==> src/rtl/verdict_collector.sv <==
// verdict_collector
//   Captures monitor verdicts into a first-word-fall-through record FIFO.
//   Each record holds the cycle timestamp, the two activity flags and the two
//   stream values (inactive values stored as zero).
//
// Ports
//   clk            sole clock, rising edge
//   rst            asynchronous, active-low reset
//   en             enables the timestamp counter and capture
//   output_0/1     signed stream values
//   output_0/1_aktv stream valid flags
//   rec_valid/rec_ready  head-record handshake (pop on valid & ready)
//   rec_ts, rec_aktv, rec_out0, rec_out1  head record fields (0 when empty)
//   level          number of stored records
//   overflow       sticky drop flag
//   drop_cnt       saturating drop counter
//   clr_ovf        synchronous clear of overflow and drop_cnt
module verdict_collector #(
  parameter int DATA_W = 64,
  parameter int TS_W   = 32,
  parameter int DEPTH  = 8
) (
  input  logic                     clk,
  input  logic                     rst,
  input  logic                     en,
  input  logic [DATA_W-1:0]        output_0,
  input  logic                     output_0_aktv,
  input  logic [DATA_W-1:0]        output_1,
  input  logic                     output_1_aktv,
  output logic                     rec_valid,
  input  logic                     rec_ready,
  output logic [TS_W-1:0]          rec_ts,
  output logic [1:0]               rec_aktv,
  output logic [DATA_W-1:0]        rec_out0,
  output logic [DATA_W-1:0]        rec_out1,
  output logic [$clog2(DEPTH):0]   level,
  output logic                     overflow,
  output logic [15:0]              drop_cnt,
  input  logic                     clr_ovf
);

  localparam int AW = $clog2(DEPTH);
  localparam int LW = AW + 1;

  // Record storage; not reset, validity is tracked by level_q alone.
  logic [TS_W-1:0]   ts_mem   [DEPTH];
  logic [1:0]        aktv_mem [DEPTH];
  logic [DATA_W-1:0] v0_mem   [DEPTH];
  logic [DATA_W-1:0] v1_mem   [DEPTH];

  logic [TS_W-1:0] ts_q,    ts_d;
  logic [AW-1:0]   wptr_q,  wptr_d;
  logic [AW-1:0]   rptr_q,  rptr_d;
  logic [LW-1:0]   level_q, level_d;
  logic            ovf_q,   ovf_d;
  logic [15:0]     cnt_q,   cnt_d;

  logic capture, pop, full, wr, drop;

  always_comb begin
    capture = en & (output_0_aktv | output_1_aktv);
    pop     = (level_q != '0) & rec_ready;
    full    = (level_q == LW'(DEPTH));
    // When full, a same-edge pop frees the slot the write pointer points at.
    wr      = capture & (~full | pop);
    drop    = capture & full & ~pop;
  end

  always_comb begin
    ts_d    = en ? ts_q + 1'b1 : ts_q;
    wptr_d  = wr  ? wptr_q + 1'b1 : wptr_q;
    rptr_d  = pop ? rptr_q + 1'b1 : rptr_q;
    level_d = level_q;
    case ({wr, pop})
      2'b10:   level_d = level_q + 1'b1;
      2'b01:   level_d = level_q - 1'b1;
      default: level_d = level_q;
    endcase
    ovf_d = ovf_q;
    cnt_d = cnt_q;
    // A drop on the clearing edge wins: it counts as the first new drop.
    if (drop) begin
      ovf_d = 1'b1;
      if (clr_ovf)                cnt_d = 16'd1;
      else if (cnt_q != 16'hFFFF) cnt_d = cnt_q + 16'd1;
    end else if (clr_ovf) begin
      ovf_d = 1'b0;
      cnt_d = 16'd0;
    end
  end

  always_ff @(posedge clk or negedge rst) begin
    if (!rst) begin
      ts_q    <= '0;
      wptr_q  <= '0;
      rptr_q  <= '0;
      level_q <= '0;
      ovf_q   <= 1'b0;
      cnt_q   <= '0;
    end else begin
      ts_q    <= ts_d;
      wptr_q  <= wptr_d;
      rptr_q  <= rptr_d;
      level_q <= level_d;
      ovf_q   <= ovf_d;
      cnt_q   <= cnt_d;
    end
  end

  always_ff @(posedge clk) begin
    if (wr) begin
      ts_mem[wptr_q]   <= ts_q;
      aktv_mem[wptr_q] <= {output_1_aktv, output_0_aktv};
      v0_mem[wptr_q]   <= output_0_aktv ? output_0 : '0;
      v1_mem[wptr_q]   <= output_1_aktv ? output_1 : '0;
    end
  end

  // Head record is read combinationally so it falls through the cycle after
  // the write; fields are forced to zero while the FIFO is empty.
  always_comb begin
    rec_valid = (level_q != '0);
    rec_ts    = rec_valid ? ts_mem[rptr_q]   : '0;
    rec_aktv  = rec_valid ? aktv_mem[rptr_q] : '0;
    rec_out0  = rec_valid ? v0_mem[rptr_q]   : '0;
    rec_out1  = rec_valid ? v1_mem[rptr_q]   : '0;
    level     = level_q;
    overflow  = ovf_q;
    drop_cnt  = cnt_q;
  end

endmodule

==> config.mk <==
export PLATFORM = sky130hd
export DESIGN_NAME = verdict_collector
export DESIGN_NICKNAME = d
export VERILOG_FILES = /design/src/rtl/verdict_collector.sv
export SDC_FILE = /design/constraint.sdc
export NUM_CORES = 1
export LEC_CHECK = 0
export CAP_MARGIN = 20
export CORE_ASPECT_RATIO = 1.25
export CORE_MARGIN = 4
export CORE_UTILIZATION = 55
export CTS_CLUSTER_DIAMETER = 50
export CTS_CLUSTER_SIZE = 14
export DETAILED_ROUTE_END_ITERATION = 16
export PLACE_DENSITY = 0.75
export REMOVE_ABC_BUFFERS = 1
export SYNTH_ARGS = -nofsm -noshare
export SYNTH_HDL_FRONTEND = slang
export SYNTH_SLANG_ARGS = --single-unit
==> constraint.sdc <==
create_clock -name clk -period 18.2 [get_ports clk]
set_input_delay 3.64 -clock clk [delete_from_list [all_inputs] [get_ports clk]]
set_output_delay 3.64 -clock clk [all_outputs]
set_load 0.02 [all_outputs]
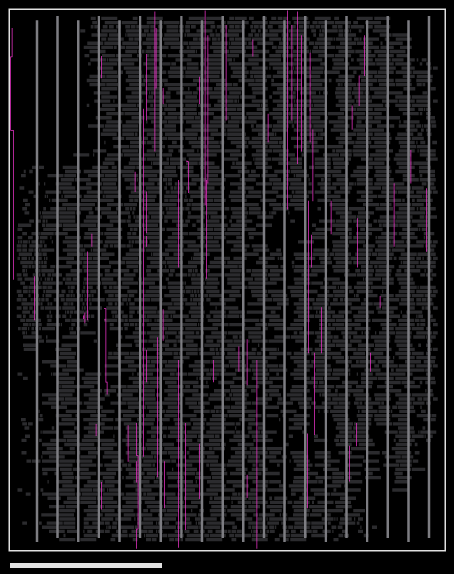
Figure 1: run 1, signal wires on met4.
Bar = 100 um. Supply wires on this layer in gray. Cells faint in the background.
nets with wire on the layer: 32
main direction: vertical

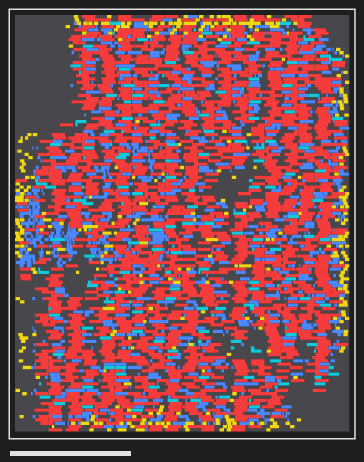
Figure 2: run 1, placed cells, one color a class.
Bar = 100 um. Fill, decap, tap and diode cells in gray.
[clock drivers and dummy loads] cyan | cells: 181 | share of their area: 5.8%
[sequential cells] red | cells: 1355 | share of their area: 68%
[remaining buffers and delay cells] yellow | cells: 367 | share of their area: 6.2%
[combinational and other logic] blue | cells: 1021 | share of their area: 20%

==> qor.csv, run 1 <==
metric,value,unit
R2R Setup Slk,13.60,ns
antenna violations before repair,5,
FF-to-FF Start,level[0],
non-clk buf share,0.0599,
post-CTS setup buffer count,0,
"commonest non-fill, non-tap cells in the layout","edfxtp_1, mux4_2, clkdlybuf4s50_1, nor2_1, mux2i_1",
registers,1355,
post-layout util,0.639,
CTS tree,built,
Avg WL per Cell,27.1,um
Critical R2R Capture,v1_mem[7][59],
max layer used,met4,
Die Span X,286,um
Die Y,355,um
hold path cells,1,
critical path type,flip-flop to output port,
Antenna Violating Nets Remaining,0,
WL met2,59.0,mm
Most Crowded Layer GR,met2,
FF/Latch Area,0.0404,mm2
sequential cell area share,0.660,
HP Start,wptr_q[0],
clock network area share,0.0561,
skew final,0.0243,ns
NumNets Final,3002,
H-Tree Depth,3,
PortBufs,318,
clk sink count,1355,
number of warnings in the stage logs,35,
post-DP HPWL,61.6,mm
"EDFF count, synth",1296,
Cell Type Count,56,
post-synthesis sequential area ratio,0.762,
GR Overflow Total,0,
num ports,319,
FP Rows,127,
Fmax achieved,106,MHz
Final Cycle Share,0.520,
status,"complete, no violations",
Dominant Register Cell,edfxtp_1,
Tot Pwr,9.69,mW
worst path arrival time,5.82,ns
WL met1,44.8,mm
fraction of area in multi-input gates,0.197,
n_diodes,3,
GRT Util Overall,0.228,
vias in the first global route,27300,
syn_area_per_cell,21.1,um2
Total Wirelength,114,mm
largest net degree at the start of global routing,121,
setup TNS,0,ns
cell area power density,158,mW/mm2
area grow syn2layout,15.5,%
CP max FO,70,
initial DRC count,2269,
Tmin final,9.46,ns
YS warnings,0,
Area leader share,0.734,
yosys cell count,2513,
fp_density,0.553,
GRT met1 Usage,0.302,
CP Capture Type,output port,
largest registers,"v0_mem: 512 flops, v1_mem: 512 flops, ts_mem: 256 flops",
CTS Buf Count,117,
max_slew headroom,0.236,
CTS root buf,clkbuf_16,
DRC viols,0,
Non-CTS buffers,367,
RSZ-0062 raised after global routing,false,
met3 global-route usage,0.0428,
fin. max-slew vios,0,
cell count of the worst reg-to-reg path,6,
Post-synth top cells,"edfxtp_1, mux4_2, nor2_1",
Top cells by area,"edfxtp_1, mux4_2, mux2i_1",
Hold Crit Class,flip-flop to flip-flop,
# hold bufs at CTS,0,
post_cts resized,0,
"Async S/R FF share, synth",0.0435,
Max Cap Violations,0,
drt via density,6.01,
Commonest Layout Cell,edfxtp_1,
Non-clk invs,8,
worst slew pin tran,1.15,ns
Yosys chip area,0.0530,mm2
Final Hold Viols,0,
Taps Inserted,1290,
met2 Use GR,0.391,
most common cell in the netlist,edfxtp_1,
die area,0.101,mm2
final setup violation count,0,
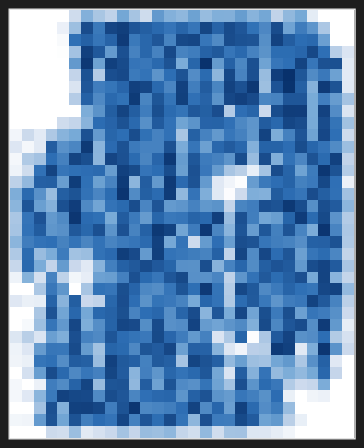
Figure 3: run 1, placement density heat map.
The die is cut into 29 by 36 equal tiles; white is low, dark blue is high, 0 to 100% covered.
emptiest ninth of the die: north-west
mean over tiles: 59%
nearly empty tiles: 8.8%
fullest tile: 100%
tiles over 75% full: 36%

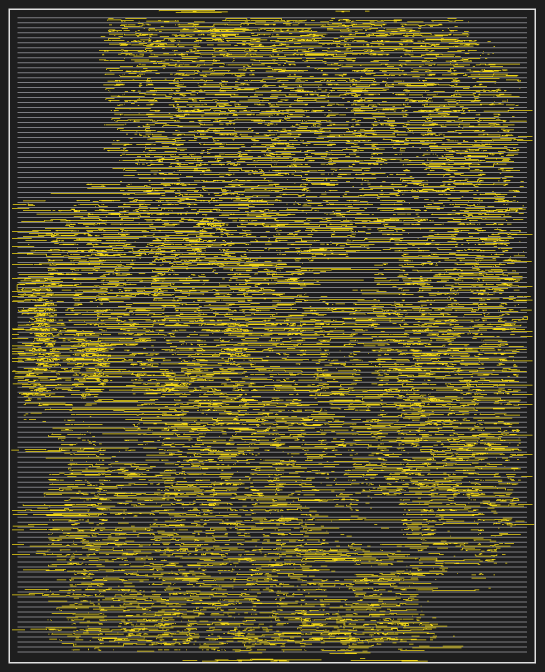
Figure 4: run 1, metal 1.
Supply wires on this layer in gray.
share of all routed wire: 39%
wire length on this layer: 44.8 mm
main direction: horizontal
longest straight run: 80.5 um

run 1: worst max path at each step:
| stage | slack [ns] | depth (start not counted) | end | start |
|---|---|---|---|---|
| 2_1_floorplan | 0.46 | 2 | rec_valid | level[0] |
| 3_3_place_gp | 9.39 | 7 | rec_out0[12] | rptr_q[1] |
| 3_5_place_dp | 9.30 | 7 | rec_out0[44] | rptr_q[1] |
| 4_1_cts | 8.55 | 7 | rec_out0[44] | rptr_q[1] |
| 5_1_grt | 8.45 | 7 | rec_out1[63] | rptr_q[1] |
| 6_report | 8.74 | 7 | rec_out1[36] | rptr_q[1] |
run 1: report_power, final:
part | leakage (nW) | total, mW | internal, mW | switching, mW
logic | 5.79 | 3.45 | 1.57 | 1.88
clock network | 1.66 | 2.29 | 1.24 | 1.05
registers | 12.8 | 3.94 | 3.79 | 0.154
total | 20.3 | 9.69 | 6.60 | 3.09
run 1: critical path, cell delays in order (launching register included):
cell,delay (ns)
dfrtp_4,0.88
buf_4,0.82
buf_4,0.93
buf_4,0.91
mux4_2,0.36
mux2i_1,0.07
nor2_1,0.30
clkdlybuf4s50_1,0.67
run 1: metrics by stage:
stage / setup slack, ns / hold WS [ns] / std cells / cell area, um2
floorplan: 0.460 / 0.480 / 2376 / 52400
global placement: 9.39 / 0.494 / 4028 / 57600
detailed placement: 9.30 / 0.505 / 4029 / 57600
CTS: 8.55 / 0.517 / 4210 / 61100
global route: 8.45 / 0.528 / 4216 / 61200
finish: 8.74 / 0.518 / 4217 / 61200
run 1: cells by family (layout without fill, tap and decap cells):
kind of cell	after synthesis	count (layout)	share of synthesized area
fa+ha+maj	5	5	0.00118
simple gates	437	437	0.0435
compound gates	38	38	0.00475
mux	497	497	0.171
xor+xnor	36	36	0.00595
flops	1355	1355	0.762
other cells	0	3	0
buf+inv	145	556	0.0119
--- run 2 (diff from run 1) ---
--- a/config.mk
+++ b/config.mk
@@ -8,7 +8,7 @@
 export CAP_MARGIN = 20
 export CORE_ASPECT_RATIO = 1.25
 export CORE_MARGIN = 4
-export CORE_UTILIZATION = 55
+export CORE_UTILIZATION = 53
 export CTS_CLUSTER_DIAMETER = 50
 export CTS_CLUSTER_SIZE = 14
 export DETAILED_ROUTE_END_ITERATION = 16
==> constraint.sdc (replaced) <==
create_clock -name clk -period 8.4 [get_ports clk]
set_input_delay 1.68 -clock clk [delete_from_list [all_inputs] [get_ports clk]]
set_output_delay 1.68 -clock clk [all_outputs]
set_load 0.02 [all_outputs]
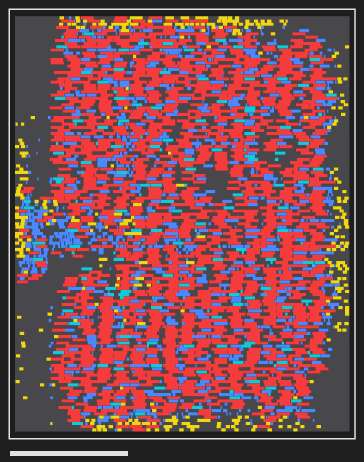
Figure 5: run 2, placed cells, one color a class.
Bar = 100 um. Fill, decap, tap and diode cells in gray.
[combinational and other logic] blue | cells: 1021 | share of their area: 20%
[sequential cells] red | cells: 1355 | share of their area: 68%
[remaining buffers and delay cells] yellow | cells: 355 | share of their area: 6.1%
[clock drivers and dummy loads] cyan | cells: 171 | share of their area: 5.4%
FP Rows: 129
Post-Layout Inst Area: 0.0610 mm2
Core ar.: 0.0991 mm2
post-layout util: 0.615

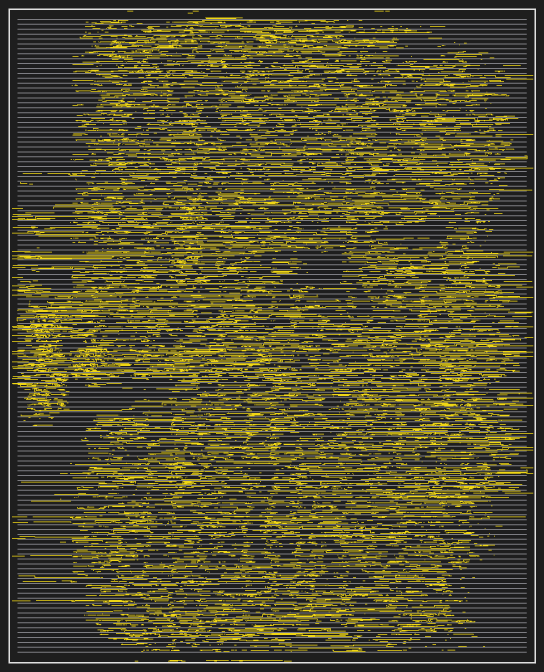
Figure 6: run 2, metal 1.
Supply wires on this layer in gray.
share of all routed wire: 41%
longest straight run: 113 um
nets with wire on the layer: 2822
wire length on this layer: 45.5 mm
Total Wirelength: 112 mm
Vias: 25300
GRT met1 Usage: 0.295

==> qor.csv, run 2 <==
metric,value,unit,change
CP Capture Type,output port,,
final setup violation count,0,,unchanged
post-DP HPWL,61.2,mm,-0.59%
Tot Pwr,20.8,mW,+110%
"Endpoint, Worst Hold",wptr_q[0],,
antenna violations before repair,1,,-4
Post-DP Area,0.0578,mm2,+0.20%
Fmax achieved,168,MHz,
skew final,0.0242,ns,-0.000160 ns
Reg power frac,0.413,,+0.006
Final Hold Viols,0,,unchanged
PortBufs,318,,unchanged
Switch Pwr,6.63,mW,+110%
Comb area,0.0120,mm2,
Peak supply drop,0.000344,V,
CP startpoint kind,flip-flop,,
clock power share,0.230,,-0.006
status,"complete, no violations",,
"commonest non-fill, non-tap cells in the layout","edfxtp_1, mux4_2, clkdlybuf4s50_1, nor2_1, mux2i_1",,
hold path cells,1,,unchanged
DRC viols,0,,unchanged
most common cell in the netlist,edfxtp_1,,
Pint,14.2,mW,+110%
post-CTS setup buffer count,0,,unchanged
num ports,319,,unchanged
die area,0.105,mm2,+3.7%
CTS Buf Count,112,,-4.3%
worst path arrival time,4.27,ns,-1.55 ns
fin. max-slew vios,0,,unchanged
"FF+latch count, synth",1355,,
FF-to-FF Start,level[1],,
Pre-Repair DR Iteration Count,5,,
largest registers,"v0_mem: 512 flops, v1_mem: 512 flops, ts_mem: 256 flops",,
drt via density,6.02,,+0.17%
Commonest Layout Cell,edfxtp_1,,
first-pass GRT wire length,170,mm,
HP Start,wptr_q[0],,
cell area power density,341,mW/mm2,+120%
R2R Setup Slk,4.95,ns,-8.65 ns
vias in the first global route,27200,,-0.37%
Hold Crit Class,flip-flop to flip-flop,,
Avg WL per Cell,26.6,um,-1.9%
slack of the critical path,2.45,ns,-6.29 ns
post_cts resized,0,,unchanged
n_diodes,0,,-3
critical path type,flip-flop to output port,,
maximum clock path buffer count,3,,
"Reg clk slew, reported paths",0.06,ns,
syn_area_per_cell,21.1,um2,unchanged
number of warnings in the stage logs,42,,+20%
Die Span X,291,um,+1.8%
WHS,0.529,ns,+0.0108 ns
clk sink count,1355,,unchanged
initial DRC count,2418,,+6.6%
CP max FO,66,,-5.7%
switching part of the total,0.319,,about the same
crit path DRT,6.72,ns,
Area leader share,0.734,,unchanged
max_slew headroom,0.308,,+0.0723
Final GP Congestion,0.789,,
Tmin final,5.95,ns,
GR Overflow Total,0,,unchanged
RSZ-0062 raised after global routing,false,,
yosys cell count,2513,,unchanged
Dominant Register Cell,edfxtp_1,,
"EDFF count, synth",1296,,unchanged
DP Cell Count,4041,,+0.30%
largest net degree at the start of global routing,141,,+17%
post-synthesis sequential area ratio,0.762,,unchanged
YS warnings,0,,unchanged
area grow syn2layout,15.1,%,
CTS tree,built,,
post-synthesis cell count,2513,,
cell count of the worst reg-to-reg path,5,,-1
layout cell share with drive strength beyond 1,0.181,,
Layout Cells excl Fill,4212,,-0.12%
CTS root buf,clkbuf_16,,
# hold bufs at CTS,0,,unchanged
worst slew pin tran,1.04,ns,-0.111 ns
Die Y,362,um,+1.8%
Antenna Violating Nets Remaining,0,,unchanged
Fillers,6780,,
NumNets Final,2985,,-0.57%
"Async S/R FF share, synth",0.0435,,unchanged
Worst-Skew Late Latency,0.68,ns,
FF/Latch Area,0.0404,mm2,unchanged
setup TNS,0,ns,unchanged
GRT Util Overall,0.213,,-0.0156
Post-synth top cells,"edfxtp_1, mux4_2, nor2_1",,
Top cells by area,"edfxtp_1, mux4_2, mux2i_1",,
Critical R2R Capture,v1_mem[4][30],,
Final Cycle Share,0.708,,
Yosys chip area,0.0530,mm2,unchanged
fp_density,0.535,,-0.0183
Max Cap Violations,0,,unchanged
Setup crit end,rec_ts[22],,
Synth Cell Area,0.0530,mm2,
Comb pwr share,0.357,,about the same
"worst slack, placed",2.91,ns,-6.39 ns
Synth area leader,edfxtp_1,,
Worst Setup SP,rptr_q[1],,
H-Tree Depth,3,,unchanged
Cell Type Count,56,,unchanged
Lkg Pwr,20.2,nW,
==> run 2: cell types whose count changed in the layout (fill, tap and decap cells not counted), sizes merged <==
cell / before / now
clkinv: 18 / 9
diode: 3 / 0
clkbuf: 148 / 152
clkinvlp: 6 / 1
buf: 52 / 40
==> run 2: logic make-up (layout without fill, tap and decap cells) <==
| group | after synthesis | count (layout) | share of synthesized area |
|---|---|---|---|
| flops | 1355 | 1355 | 0.762 |
| mux | 497 | 497 | 0.171 |
| simple gates | 437 | 437 | 0.0435 |
| buf+inv | 145 | 534 | 0.0119 |
| compound gates | 38 | 38 | 0.00475 |
| xor+xnor | 36 | 36 | 0.00595 |
| fa+ha+maj | 5 | 5 | 0.00118 |
==> run 2: power by group through the flow <==
stage / clock network, mW / logic [mW] / registers, mW
6_report: 4.77 / 7.42 / 8.59
3_5_place_dp: 0 / 7.53 / 8.74
3_3_place_gp: 0 / 7.47 / 8.68
2_1_floorplan: 0 / 5.10 / 9.31
4_1_cts: 4.87 / 7.56 / 8.60
5_1_grt: 5.16 / 7.89 / 8.66
==> run 2: metal layers <==
layer | track usage | wire [um] | vias to the layer above
li1 | - | - | 10900
met1 | 0.295 | 45500 | 13400
met2 | 0.351 | 56200 | 897
met3 | 0.0413 | 7210 | 176
met4 | 0.0610 | 3070 | 0
met5 | 0 | 0 | -
==> run 2: critical path, stage by stage (launching register included) <==
cell	delay, ns
dfrtp_4	1.08
buf_4	0.88
mux4_2	0.41
mux2i_1	0.47
nor2_1	0.10
clkdlybuf4s50_1	0.56
==> run 2: final cells by class <==
class                      count  share of cell area
inverter                       8            0.000492
sequential                  1355               0.663
multi-input combinational   1013               0.197
clock inverter                19             0.00297
tap                         1310              0.0269
timing repair buffer         355              0.0598
clock buffer                 152              0.0500
--- run 3 (diff from run 2) ---
--- a/config.mk
+++ b/config.mk
@@ -8,7 +8,7 @@
 export CAP_MARGIN = 20
 export CORE_ASPECT_RATIO = 1.25
 export CORE_MARGIN = 4
-export CORE_UTILIZATION = 53
+export CORE_UTILIZATION = 55
 export CTS_CLUSTER_DIAMETER = 50
 export CTS_CLUSTER_SIZE = 14
 export DETAILED_ROUTE_END_ITERATION = 16
==> constraint.sdc (replaced) <==
create_clock -name clk -period 6 [get_ports clk]
set_input_delay 1.2 -clock clk [delete_from_list [all_inputs] [get_ports clk]]
set_output_delay 1.2 -clock clk [all_outputs]
set_load 0.02 [all_outputs]
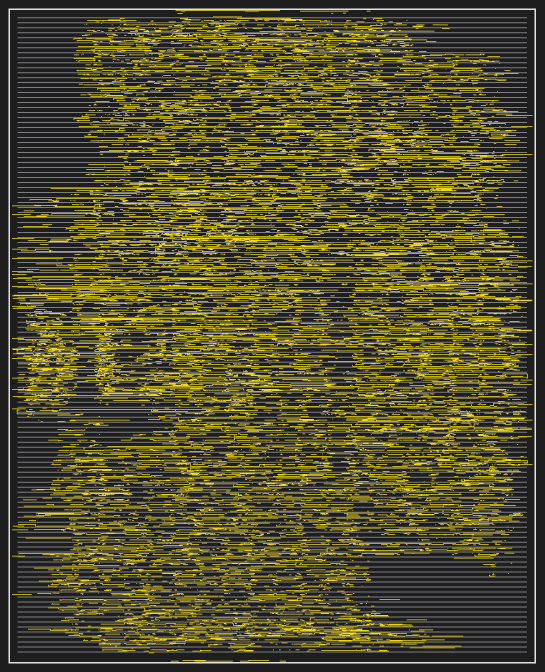
Figure 7: run 3, metal 1.
Supply wires on this layer in gray.
longest straight run: 117 um
wire length on this layer: 45.4 mm
share of all routed wire: 40%
main direction: horizontal
Total Wirelength: 114 mm
GRT met1 Usage: 0.319
Vias: 25600

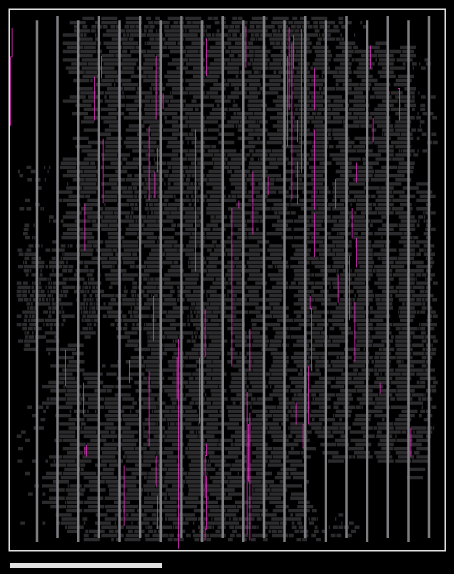
Figure 8: run 3, signal wires on met4.
Bar = 100 um. Supply wires on this layer in gray. Cells faint in the background.
wire length on this layer: 2260 um
main direction: vertical
longest straight run: 137 um
nets with wire on the layer: 28
share of all routed wire: 2.0%

==> qor.csv, run 3 <==
metric,value,unit,change
HP Start,wptr_q[0],,
WHS,0.522,ns,-0.00727 ns
Synth area leader,edfxtp_1,,
critical path type,flip-flop to output port,,
fp_density,0.553,,+0.0183
Hold Crit Class,flip-flop to flip-flop,,
CTS root buf,clkbuf_16,,
vias in the first global route,27200,,-0.18%
Final Hold Viols,0,,unchanged
antenna violations before repair,1,,unchanged
GRT Util Overall,0.227,,+0.0148
Worst Setup SP,rptr_q[0],,
CTS tree,built,,
yosys cell count,2513,,unchanged
clk sink count,1355,,unchanged
CTS Buf Count,114,,+1.8%
Pre-Repair DR Iteration Count,6,,+1
met3 WL,7.54,mm,+4.6%
Fillers,6247,,-7.9%
layout cell share with drive strength beyond 1,0.192,,+0.0119
die area,0.101,mm2,-3.5%
Yosys chip area,0.0530,mm2,unchanged
clock power share,0.232,,+0.002
worst path cell trace,"buf_12, mux4_2, mux2i_1, nor2_1, clkdlybuf4s50_1",,
WL met1,45.4,mm,about the same
largest registers,"v0_mem: 512 flops, v1_mem: 512 flops, ts_mem: 256 flops",,
Pint,20.1,mW,+42%
most common cell in the netlist,edfxtp_1,,
H-Tree Depth,3,,unchanged
post-CTS setup buffer count,0,,unchanged
Die Span X,286,um,-1.8%
final setup violation count,0,,unchanged
Max Cap Violations,0,,unchanged
Die Y,355,um,-1.8%
Post-Layout Inst Area,0.0616,mm2,+0.97%
worst path arrival time,3.75,ns,-0.52 ns
first-pass GRT wire length,174,mm,+2.1%
maximum clock path buffer count,3,,unchanged
Switch Pwr,9.43,mW,+42%
Avg WL per Cell,27.1,um,+1.8%
Core ar.,0.0958,mm2,-3.3%
post_cts resized,0,,unchanged
"Reg clk slew, reported paths",0.07,ns,about the same
Synth Cell Area,0.0530,mm2,unchanged
"EDFF count, synth",1296,,unchanged
post-DP HPWL,65.4,mm,+6.8%
GR Overflow Total,0,,unchanged
FF-to-FF Start,level[1],,
CP Capture Type,output port,,
# hold bufs at CTS,0,,unchanged
Layout Cells excl Fill,4221,,+0.21%
met3 global-route usage,0.0358,,-0.00551
post-synthesis sequential area ratio,0.762,,unchanged
Comb pwr share,0.359,,+0.002
WL met2,59.0,mm,+4.9%
initial DRC count,2347,,-2.9%
area grow syn2layout,16.2,%,
Post-synth top cells,"edfxtp_1, mux4_2, nor2_1",,
status,"complete, no violations",,
num ports,319,,unchanged
Worst-Skew Late Latency,0.70,ns,+0.02 ns
FF/Latch Area,0.0404,mm2,unchanged
FP Rows,127,,-1.6%
YS warnings,0,,unchanged
skew final,0.0332,ns,+0.00908 ns
syn_area_per_cell,21.1,um2,unchanged
Cell Type Count,56,,unchanged
Lkg Pwr,20.4,nW,+1.4%
crit path DRT,4.80,ns,-1.92 ns
Dominant Register Cell,edfxtp_1,,
Top cells by area,"edfxtp_1, mux4_2, mux2i_1",,
post-synthesis cell count,2513,,unchanged
RSZ-0062 raised after global routing,false,,
worst path buffer plus inverter count,2,,unchanged
"FF+latch count, synth",1355,,unchanged
slowest cell on the critical path,dfrtp_4,,
Antenna Violating Nets Remaining,0,,unchanged
PortBufs,318,,unchanged
Most Crowded Layer GR,met2,,
met2 Use GR,0.385,,+0.0343
DP Cell Count,4053,,+0.30%
max_slew headroom,0.317,,+0.00924
Final GP Congestion,0.789,,about the same
Post-DP Area,0.0583,mm2,+0.87%
NumNets Final,3019,,+1.1%
Reg power frac,0.409,,-0.004
"CP delay by family, top",buffers and inverters,,
"Async S/R FF share, synth",0.0435,,unchanged
Comb area,0.0120,mm2,unchanged
Tmin final,4.95,ns,
"commonest non-fill, non-tap cells in the layout","edfxtp_1, mux4_2, clkdlybuf4s50_1, nor2_1, mux2i_1",,
Peak supply drop,0.000278,V,-19%
max layer used,met4,,
number of warnings in the stage logs,32,,-24%
CP startpoint kind,flip-flop,,
worst stage delay on the critical path,0.86,ns,-0.22 ns
Fmax achieved,202,MHz,
worst slew pin tran,1.02,ns,-0.0114 ns
cell area power density,479,mW/mm2,+40%
largest net degree at the start of global routing,131,,-7.1%
switching part of the total,0.320,,+0.000953
Commonest Layout Cell,edfxtp_1,,
drt via density,6.06,,+0.74%
DRC viols,0,,unchanged
Tot Pwr,29.5,mW,+42%
Area leader share,0.734,,unchanged
fin. max-slew vios,0,,unchanged
CP max FO,60,,-9.1%
Final Cycle Share,0.826,,
run 3: logic make-up (layout without fill, tap and decap cells):
family,Yosys count,after routing,synth area share
DFF,1355,1355,0.762
muxes,497,497,0.171
and+or+nand+nor,437,437,0.0435
buffers and inverters,145,562,0.0119
AOI/OAI and AO/OA,38,38,0.00475
xor gates and xnor gates,36,36,0.00595
adders and majority gates,5,5,0.00118
other,0,1,0
run 3: cell type report:
cell class | instances | share of cell area
Antenna cell | 1 | 0.0000406
Sequential cell | 1355 | 0.656
Timing Repair Buffer | 387 | 0.0678
Inverter | 8 | 0.000488
Clock buffer | 137 | 0.0486
Tap cell | 1290 | 0.0262
Multi-Input combinational cell | 1013 | 0.196
Clock inverter | 30 | 0.00520
run 3: worst paths after layout:
path	end	slack (ns)	cells past startpoint
setup / recovery	rec_ts[23]	1.05	5
setup reg to reg	v0_mem[6][60]	2.84	5
hold reg to reg	wptr_q[0]	0.52	1
min in group asynchronous	drop_cnt[5]	0.68	2
max in group asynchronous	rptr_q[0]	4.67	2
hold / removal	wptr_q[0]	0.52	1
run 3: power groups by stage:
stage / registers (mW) / clock network (mW) / logic (mW)
detailed placement: 12.3 / 0 / 10.7
CTS: 12.1 / 6.96 / 10.8
floorplan: 12.9 / 0 / 6.22
global placement: 12.2 / 0 / 10.6
finish: 12.1 / 6.84 / 10.6
global route: 12.2 / 7.37 / 11.2
run 3: through the flow:
| stage | util | setup TNS [ns] | setup slack, ns |
|---|---|---|---|
| after floorplan | - | -7171.48 | -9.51 |
| after global placement | 0.608 | 0 | 1.48 |
| after detailed placement | 0.608 | 0 | 1.43 |
| after CTS | 0.643 | 0 | 0.896 |
| after global routing | 0.643 | 0 | 0.776 |
| final | 0.643 | 0 | 1.05 |
Power figures rest on the tool's default switching activity, not on a simulated workload.
